**Cells by drive strength**

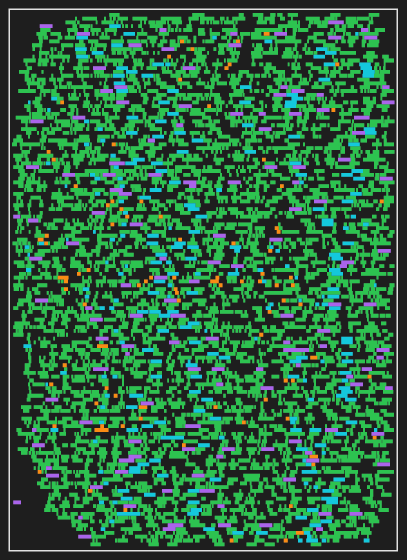
**Cell density map**

The bar under the picture is 100 µm long. 28 x 39 tiles, from dark blue (low) to red (high), 0 to 100% covered.
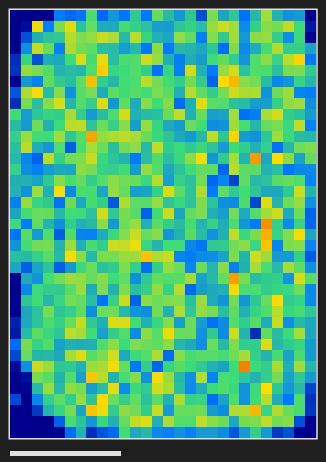
**Placement by cell class**

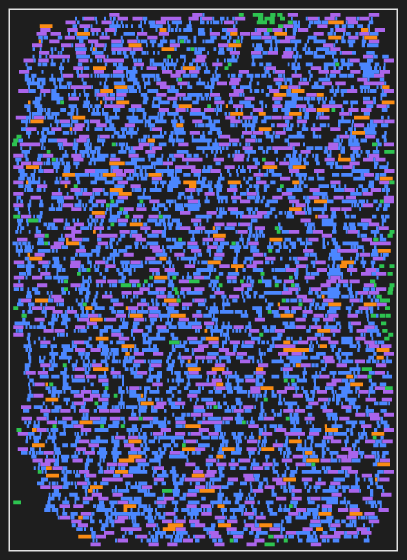
**Routing congestion map**

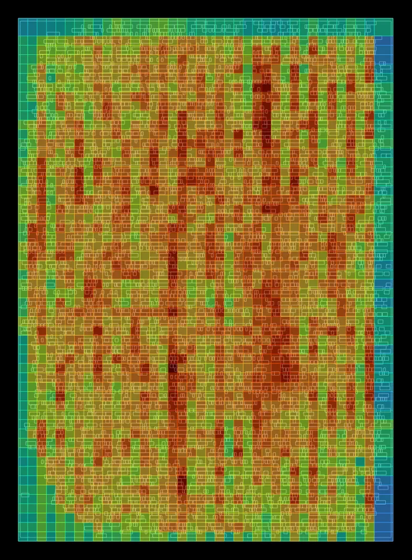
`config.mk`:
```
export PLATFORM = sky130hd
export DESIGN_NAME = dataflow_handshake_profiler_flat
export DESIGN_NICKNAME = d
export VERILOG_FILES = /design/src/rtl/dataflow_handshake_profiler_if.sv /design/src/rtl/dataflow_handshake_profiler.sv /design/src/flat_wrapper.sv
export SDC_FILE = /design/constraint.sdc
export NUM_CORES = 2
export LEC_CHECK = 0
export CAP_MARGIN = 5
export CELL_PAD_IN_SITES_DETAIL_PLACEMENT = 0
export CELL_PAD_IN_SITES_GLOBAL_PLACEMENT = 2
export CORE_ASPECT_RATIO = 1.4
export CORE_UTILIZATION = 43
export DETAILED_ROUTE_END_ITERATION = 10
export PLACE_DENSITY_LB_ADDON = 0.05
export SYNTH_ARGS = -nofsm -noshare
export SYNTH_HDL_FRONTEND = slang
export SYNTH_SLANG_ARGS = --single-unit
```
`constraint.sdc`:
```
create_clock -name clock -period 6.3 [get_ports clock]
set_clock_uncertainty 0.1 [all_clocks]
set_input_delay 0.63 -clock clock [delete_from_list [all_inputs] [get_ports clock]]
set_output_delay 0.63 -clock clock [all_outputs]
set_load 0.05 [all_outputs]
```
`src/rtl/dataflow_handshake_profiler_if.sv`:
```
// Handshake bundle for dataflow_handshake_profiler: ap_ctrl signals of every
// monitored channel, the end-of-run strobe and the registered read port.
// The master side drives the handshakes and reads results; the profiler is the slave.
interface dataflow_handshake_profiler_if #(
  parameter int NUM_CH = 4,
  parameter int CNT_W  = 32,
  parameter int CH_W   = (NUM_CH > 1) ? $clog2(NUM_CH) : 1
);
  logic [NUM_CH-1:0] ap_start;
  logic [NUM_CH-1:0] ap_ready;
  logic [NUM_CH-1:0] ap_done;
  logic [NUM_CH-1:0] ap_continue;
  logic              finish;
  logic              rd_en;
  logic [CH_W-1:0]   rd_ch;
  logic [2:0]        rd_sel;
  logic              rd_valid;
  logic [CNT_W-1:0]  rd_data;
  logic              frozen;

  modport master (
    output ap_start, ap_ready, ap_done, ap_continue, finish, rd_en, rd_ch, rd_sel,
    input  rd_valid, rd_data, frozen
  );

  modport slave (
    input  ap_start, ap_ready, ap_done, ap_continue, finish, rd_en, rd_ch, rd_sel,
    output rd_valid, rd_data, frozen
  );
endinterface

```
`src/rtl/dataflow_handshake_profiler.sv`:
```
// dataflow_handshake_profiler: per-channel ap_ctrl handshake statistics
// (transaction count, last/min/max start->done latency, busy cycles, sticky
// saturation flag) with a registered read port. All counters saturate.
// Optional feature: define DFMON_INTERVAL_EN to also keep min/max ap_ready
// interval (II) per channel; otherwise ap_ready is ignored and sel 5/6 read 0.
module dataflow_handshake_profiler #(
  parameter int  NUM_CH = 4,
  parameter int  CNT_W  = 32,
  localparam int CH_W   = (NUM_CH > 1) ? $clog2(NUM_CH) : 1
) (
  input  logic                          clock,
  input  logic                          reset,
  dataflow_handshake_profiler_if.slave  bus
);

  typedef enum logic {IDLE = 1'b0, BUSY = 1'b1} state_t;
  typedef logic [CNT_W-1:0] cnt_t;
  localparam cnt_t CNT_MAX = '1;

  function automatic cnt_t sat_inc(input cnt_t v);
    return (v == CNT_MAX) ? v : v + 1'b1;
  endfunction

  state_t state_q [NUM_CH];
  state_t state_d [NUM_CH];
  cnt_t   lat_q   [NUM_CH], lat_d   [NUM_CH];
  cnt_t   txn_q   [NUM_CH], txn_d   [NUM_CH];
  cnt_t   last_q  [NUM_CH], last_d  [NUM_CH];
  cnt_t   min_q   [NUM_CH], min_d   [NUM_CH];
  cnt_t   max_q   [NUM_CH], max_d   [NUM_CH];
  cnt_t   busy_q  [NUM_CH], busy_d  [NUM_CH];
  logic   sat_q   [NUM_CH], sat_d   [NUM_CH];
`ifdef DFMON_INTERVAL_EN
  logic   armed_q [NUM_CH], armed_d [NUM_CH];
  cnt_t   ivl_q   [NUM_CH], ivl_d   [NUM_CH];
  cnt_t   imin_q  [NUM_CH], imin_d  [NUM_CH];
  cnt_t   imax_q  [NUM_CH], imax_d  [NUM_CH];
`else
  logic   unused_ready;
  assign unused_ready = ^bus.ap_ready;
`endif
  logic   frozen_q;
  logic   rd_valid_q;
  cnt_t   rd_data_q;
  cnt_t   rd_mux;

  // Next-state logic for every channel's FSM and statistics; finish gates all updates.
  // NOTE: every _d gets its hold value first so no path leaves it unassigned (no latches).
  always_comb begin : next_state
    logic complete;
    logic record;
    cnt_t rec_lat;
    complete = 1'b0;
    record   = 1'b0;
    rec_lat  = '0;
    for (int ch = 0; ch < NUM_CH; ch++) begin
      state_d[ch] = state_q[ch];
      lat_d[ch]   = lat_q[ch];
      txn_d[ch]   = txn_q[ch];
      last_d[ch]  = last_q[ch];
      min_d[ch]   = min_q[ch];
      max_d[ch]   = max_q[ch];
      busy_d[ch]  = busy_q[ch];
      sat_d[ch]   = sat_q[ch];
`ifdef DFMON_INTERVAL_EN
      armed_d[ch] = armed_q[ch];
      ivl_d[ch]   = ivl_q[ch];
      imin_d[ch]  = imin_q[ch];
      imax_d[ch]  = imax_q[ch];
`endif
      complete = bus.ap_done[ch] & bus.ap_continue[ch];
      record   = 1'b0;
      rec_lat  = '0;
      if (!(frozen_q || bus.finish)) begin
        case (state_q[ch])
          IDLE: begin
            if (bus.ap_start[ch]) begin
              if (complete) begin
                record = 1'b1;
              end else begin
                state_d[ch] = BUSY;
                lat_d[ch]   = cnt_t'(1);
              end
            end
          end
          BUSY: begin
            busy_d[ch] = sat_inc(busy_q[ch]);
            if (busy_q[ch] == CNT_MAX) sat_d[ch] = 1'b1;
            if (complete) begin
              record  = 1'b1;
              rec_lat = lat_q[ch];
              if (bus.ap_start[ch]) lat_d[ch] = cnt_t'(1);
              else                  state_d[ch] = IDLE;
            end else begin
              lat_d[ch] = sat_inc(lat_q[ch]);
              if (lat_q[ch] == CNT_MAX) sat_d[ch] = 1'b1;
            end
          end
          default: state_d[ch] = IDLE;
        endcase
        if (record) begin
          txn_d[ch]  = sat_inc(txn_q[ch]);
          if (txn_q[ch] == CNT_MAX) sat_d[ch] = 1'b1;
          last_d[ch] = rec_lat;
          if (rec_lat < min_q[ch]) min_d[ch] = rec_lat;
          if (rec_lat > max_q[ch]) max_d[ch] = rec_lat;
        end
`ifdef DFMON_INTERVAL_EN
        if (bus.ap_ready[ch]) begin
          if (armed_q[ch]) begin
            if (ivl_q[ch] < imin_q[ch]) imin_d[ch] = ivl_q[ch];
            if (ivl_q[ch] > imax_q[ch]) imax_d[ch] = ivl_q[ch];
          end
          armed_d[ch] = 1'b1;
          ivl_d[ch]   = cnt_t'(1);
        end else if (armed_q[ch]) begin
          ivl_d[ch] = sat_inc(ivl_q[ch]);
          if (ivl_q[ch] == CNT_MAX) sat_d[ch] = 1'b1;
        end
`endif
      end
    end
  end

  // Read multiplexer; out-of-range channels read as zero.
  always_comb begin
    rd_mux = '0;
    if (int'(bus.rd_ch) < NUM_CH) begin
      case (bus.rd_sel)
        3'd0: rd_mux = txn_q[bus.rd_ch];
        3'd1: rd_mux = last_q[bus.rd_ch];
        3'd2: rd_mux = min_q[bus.rd_ch];
        3'd3: rd_mux = max_q[bus.rd_ch];
        3'd4: rd_mux = busy_q[bus.rd_ch];
`ifdef DFMON_INTERVAL_EN
        3'd5: rd_mux = imin_q[bus.rd_ch];
        3'd6: rd_mux = imax_q[bus.rd_ch];
`endif
        3'd7: rd_mux = {{(CNT_W-2){1'b0}}, sat_q[bus.rd_ch], state_q[bus.rd_ch] == BUSY};
        default: rd_mux = '0;
      endcase
    end
  end

  // State and statistic registers, frozen flag and registered read port.
  // NOTE: sequential state uses non-blocking assignments so all registers update together.
  always_ff @(posedge clock) begin
    if (reset) begin
      for (int ch = 0; ch < NUM_CH; ch++) begin
        state_q[ch] <= IDLE;
        lat_q[ch]   <= '0;
        txn_q[ch]   <= '0;
        last_q[ch]  <= '0;
        min_q[ch]   <= CNT_MAX;
        max_q[ch]   <= '0;
        busy_q[ch]  <= '0;
        sat_q[ch]   <= 1'b0;
`ifdef DFMON_INTERVAL_EN
        armed_q[ch] <= 1'b0;
        ivl_q[ch]   <= '0;
        imin_q[ch]  <= CNT_MAX;
        imax_q[ch]  <= '0;
`endif
      end
      frozen_q   <= 1'b0;
      rd_valid_q <= 1'b0;
      rd_data_q  <= '0;
    end else begin
      state_q    <= state_d;
      lat_q      <= lat_d;
      txn_q      <= txn_d;
      last_q     <= last_d;
      min_q      <= min_d;
      max_q      <= max_d;
      busy_q     <= busy_d;
      sat_q      <= sat_d;
`ifdef DFMON_INTERVAL_EN
      armed_q    <= armed_d;
      ivl_q      <= ivl_d;
      imin_q     <= imin_d;
      imax_q     <= imax_d;
`endif
      frozen_q   <= frozen_q | bus.finish;
      rd_valid_q <= bus.rd_en;
      if (bus.rd_en) rd_data_q <= rd_mux;
    end
  end

  assign bus.rd_valid = rd_valid_q;
  assign bus.rd_data  = rd_data_q;
  assign bus.frozen   = frozen_q;

endmodule
```
`src/flat_wrapper.sv`:
```
// flat-port wrapper written by rule: the top's interface ports become plain ports
module dataflow_handshake_profiler_flat 
#(
  parameter int  NUM_CH = 4,
  parameter int  CNT_W  = 32,
  localparam int CH_W   = (NUM_CH > 1) ? $clog2(NUM_CH) : 1
)
  (clock, reset, bus_ap_start, bus_ap_ready, bus_ap_done, bus_ap_continue, bus_finish, bus_rd_en, bus_rd_ch, bus_rd_sel, bus_rd_valid, bus_rd_data, bus_frozen);
  dataflow_handshake_profiler_if #(.NUM_CH(NUM_CH), .CNT_W(CNT_W)) bus_i ();
  input  logic clock;
  input  logic reset;
  input wire logic [$bits(bus_i.ap_start)-1:0] bus_ap_start;
  input wire logic [$bits(bus_i.ap_ready)-1:0] bus_ap_ready;
  input wire logic [$bits(bus_i.ap_done)-1:0] bus_ap_done;
  input wire logic [$bits(bus_i.ap_continue)-1:0] bus_ap_continue;
  input wire logic [$bits(bus_i.finish)-1:0] bus_finish;
  input wire logic [$bits(bus_i.rd_en)-1:0] bus_rd_en;
  input wire logic [$bits(bus_i.rd_ch)-1:0] bus_rd_ch;
  input wire logic [$bits(bus_i.rd_sel)-1:0] bus_rd_sel;
  output wire logic [$bits(bus_i.rd_valid)-1:0] bus_rd_valid;
  output wire logic [$bits(bus_i.rd_data)-1:0] bus_rd_data;
  output wire logic [$bits(bus_i.frozen)-1:0] bus_frozen;
  assign bus_i.ap_start = bus_ap_start;
  assign bus_i.ap_ready = bus_ap_ready;
  assign bus_i.ap_done = bus_ap_done;
  assign bus_i.ap_continue = bus_ap_continue;
  assign bus_i.finish = bus_finish;
  assign bus_i.rd_en = bus_rd_en;
  assign bus_i.rd_ch = bus_rd_ch;
  assign bus_i.rd_sel = bus_rd_sel;
  assign bus_rd_valid = bus_i.rd_valid;
  assign bus_rd_data = bus_i.rd_data;
  assign bus_frozen = bus_i.frozen;
  dataflow_handshake_profiler #(.NUM_CH(NUM_CH), .CNT_W(CNT_W)) u_core (.clock(clock), .reset(reset), .bus(bus_i));
endmodule
```
==> impl_metrics.env <==
# yosys + openroad results
export IMPL_final_cells=6629
export IMPL_r2r_cells=11
export IMPL_grt_max_degree=148
export IMPL_setup_tns_ns=0
export IMPL_clkPwrFrac_pct=49.4
export IMPL_maxCapViolCount=0
export IMPL_finalCriticalPeriod_ns=4.837
export IMPL_slowest_delay_ns=0.98
export IMPL_hold_path_startpoint="reset"
export IMPL_overflow=0
export IMPL_fp_util_pct=43.43
export IMPL_holdWs_ns=0.3124
export IMPL_numCtsBuffers=89
export IMPL_slowest_stage="and3_1"
export IMPL_run_status="complete, no violations"
export IMPL_detailed_place_hpwl_um=128000
export IMPL_layout_top_cell="dfxtp_1"
export IMPL_numPortBuffers=54
export IMPL_fp_nets=5545
export IMPL_syn_inst=5264
export IMPL_worst_path_max_fanout=34
export IMPL_placed_cells=6469
export IMPL_crit_path_start_kind="flop"
export IMPL_num_nonclk_inverters=393
export IMPL_grt_pass1_vias=36430
export IMPL_p_leak_uw=0.02055
export IMPL_min_delay_path_depth=2
export IMPL_ys_seq_share_pct=35.88
export IMPL_hold_buffers=0
export IMPL_drc=0
export IMPL_switching_share_pct=24.14
export IMPL_cp_common_cell="a21oi_1"
export IMPL_p_sw_uw=2763
export IMPL_synth_edff_count=0
export IMPL_nNonClkBuffers=138
export IMPL_logic_area_um2=26570
export IMPL_endpoint_kind="flop"
export IMPL_crit_chain="and3_1 -> and2_1 -> ha_1 -> a21oi_1 -> a21boi_0 -> o221a_2 -> a211o_1 -> o31ai_4 -> buf_4 -> a21oi_1 -> or3b_2"
export IMPL_rsz0062_at_grt="false"
export IMPL_hold_path_class="in -> reg"
export IMPL_worst_path_stages=11
export IMPL_drtIter0Drc=2924
export IMPL_crit_start="u_core.state_q[1]"
export IMPL_drv_slew=0
export IMPL_final_hold_violation_count=0
export IMPL_p_seq_share_pct=45.6
export IMPL_cp_buffers_inverters=1
export IMPL_cts_sinks=810
export IMPL_ys_cells=5264
export IMPL_warnings=36
export IMPL_postCtsSetupRepairBufs=0
export IMPL_grt_pass1_wl_um=241200
export IMPL_r2r_end="u_core.min_q[50]"
export IMPL_nClkBuffers=132
export IMPL_ff_type="dfxtp_1"
export IMPL_relSlewSlack_pct=18.54
export IMPL_ys_warn_count=0
export IMPL_yosys_register_bits=810
export IMPL_vias=38630
export IMPL_async_reset_ff_share_pct=0
export IMPL_cp_required_ns=6.75
export IMPL_clock_path_buffers=3
export IMPL_antenna_cells=1
export IMPL_layout_top_cells="dfxtp_1 (810), nor2_1 (729), nand2_1 (474)"
export IMPL_largestClassByArea="logic gates"
export IMPL_fin_ws_ns=1.463
export IMPL_bufAreaShareNonClock_pct=2.490
export IMPL_reg2reg_slack_ns=1.46
export IMPL_ys_area_um2=45190
export IMPL_ioPinCount=59
export IMPL_fp_dieH_um=385.6
export IMPL_syn_area_per_cell_um2=8.585
export IMPL_drive_gt1_share_pct=9.453
export IMPL_crit_family="simple AND/OR/NAND/NOR gates"
export IMPL_max_freq_mhz=206.7
export IMPL_r2r_start="u_core.state_q[1]"
export IMPL_well_tap_count=1349
export IMPL_num_multi_input_gates=3779
export IMPL_worstSetupPathType="reg -> reg"
export IMPL_viasPerCell=5.828
Notes on 'cells by drive strength' above:
legend:
  orange:
    size: _3 and _4 cells
    cells: 91
    share: 1.7%
    most_used: buf_4
  cyan:
    size: _2 cells
    cells: 268
    share: 5.1%
    most_used: mux4_2
  purple:
    size: _6 and larger
    cells: 140
    share: 2.7%
    most_used: clkbuf_16
  green:
    size: _0 and _1 cells
    cells: 4780
    share: 91%
    most_used: dfxtp_1

Notes on 'cell density map' above:
emptiest ninth of the die: bottom left
fullest tile: 85%
mean over tiles: 46%

Notes on 'placement by cell class' above:
legend:
  green:
    class: remaining buffers and delay cells
    cells: 138
  purple:
    class: sequential cells
    cells: 810
  orange:
    class: clock drivers and dummy loads
    cells: 159
  blue:
    class: combinational and other logic
    cells: 4172
core area: 104100 µm²
row cnt: 140
utilization after layout: 48.34%
Seq area share: 32.24%
fin area: 50300 µm²

Notes on 'routing congestion map' above:
met2 Use GR: 53.30%
GR Util All Layers: 30.74%
met1 usage: 39.25%
grt met3 use: 3.194%
wire length per cell: 24.86 µm

-- cells by family (layout without fill, tap and decap cells) --
logic type | count (synthesis) | in the layout | synth area share, %
xor gates and xnor gates | 288 | 288 | 5.582
buffers and inverters | 675 | 690 | 5.659
muxes | 335 | 335 | 11.94
and+or+nand+nor | 2036 | 2036 | 21.55
adders and majority gates | 261 | 261 | 7.199
AOI/OAI and AO/OA | 859 | 859 | 12.19
DFF | 810 | 810 | 35.88
other | 0 | 1 | 0
-- power by group through the flow --
stage               clock (µW)  combinational, µW  sequential (µW)
global route              5950                611             5220
floorplan                    0                361             5320
global placement             0                568             5330
CTS                       5760                572             5220
finish                    5660                570             5220
detailed placement           0                572             5330
-- routing by layer --
metal,wire (µm),GRT usage (%),up-vias
met4,5664,10.94,0
li1,-,-,18480
met2,81250,53.30,916
met3,8000,3.194,199
met5,0,0,-
met1,69860,39.25,19040
-- cells in the mapped netlist (28+ instances only) --
library cell  instances  share of area [%]
xor2_1              151                2.9
or3_1                66               0.91
nand4b_1             31               0.60
o21ai_0             168                1.9
nand3_1             199                2.2
and4_1               61                1.2
nand2_1             474                3.9
a22oi_1              33               0.55
a21bo_2              28               0.62
mux4_2              161                8.0
a21oi_1             317                3.5
mux2i_1             165                3.7
a31oi_1              41               0.57
nand4_1             152                2.1
o31ai_1              35               0.58
dfxtp_1             810                 36
clkbuf_1            248                2.1
nor3_1               82               0.91
nor4_1               33               0.46
a21o_1               50               0.83
ha_1                256                7.1
and2_1               55               0.76
nor2_1              732                6.1
inv_1               393                3.3
and3_1               57               0.79
xnor2_1             137                2.7
a221o_1              65                1.4
No activity file was given, so power comes from the tool's default toggle rates.
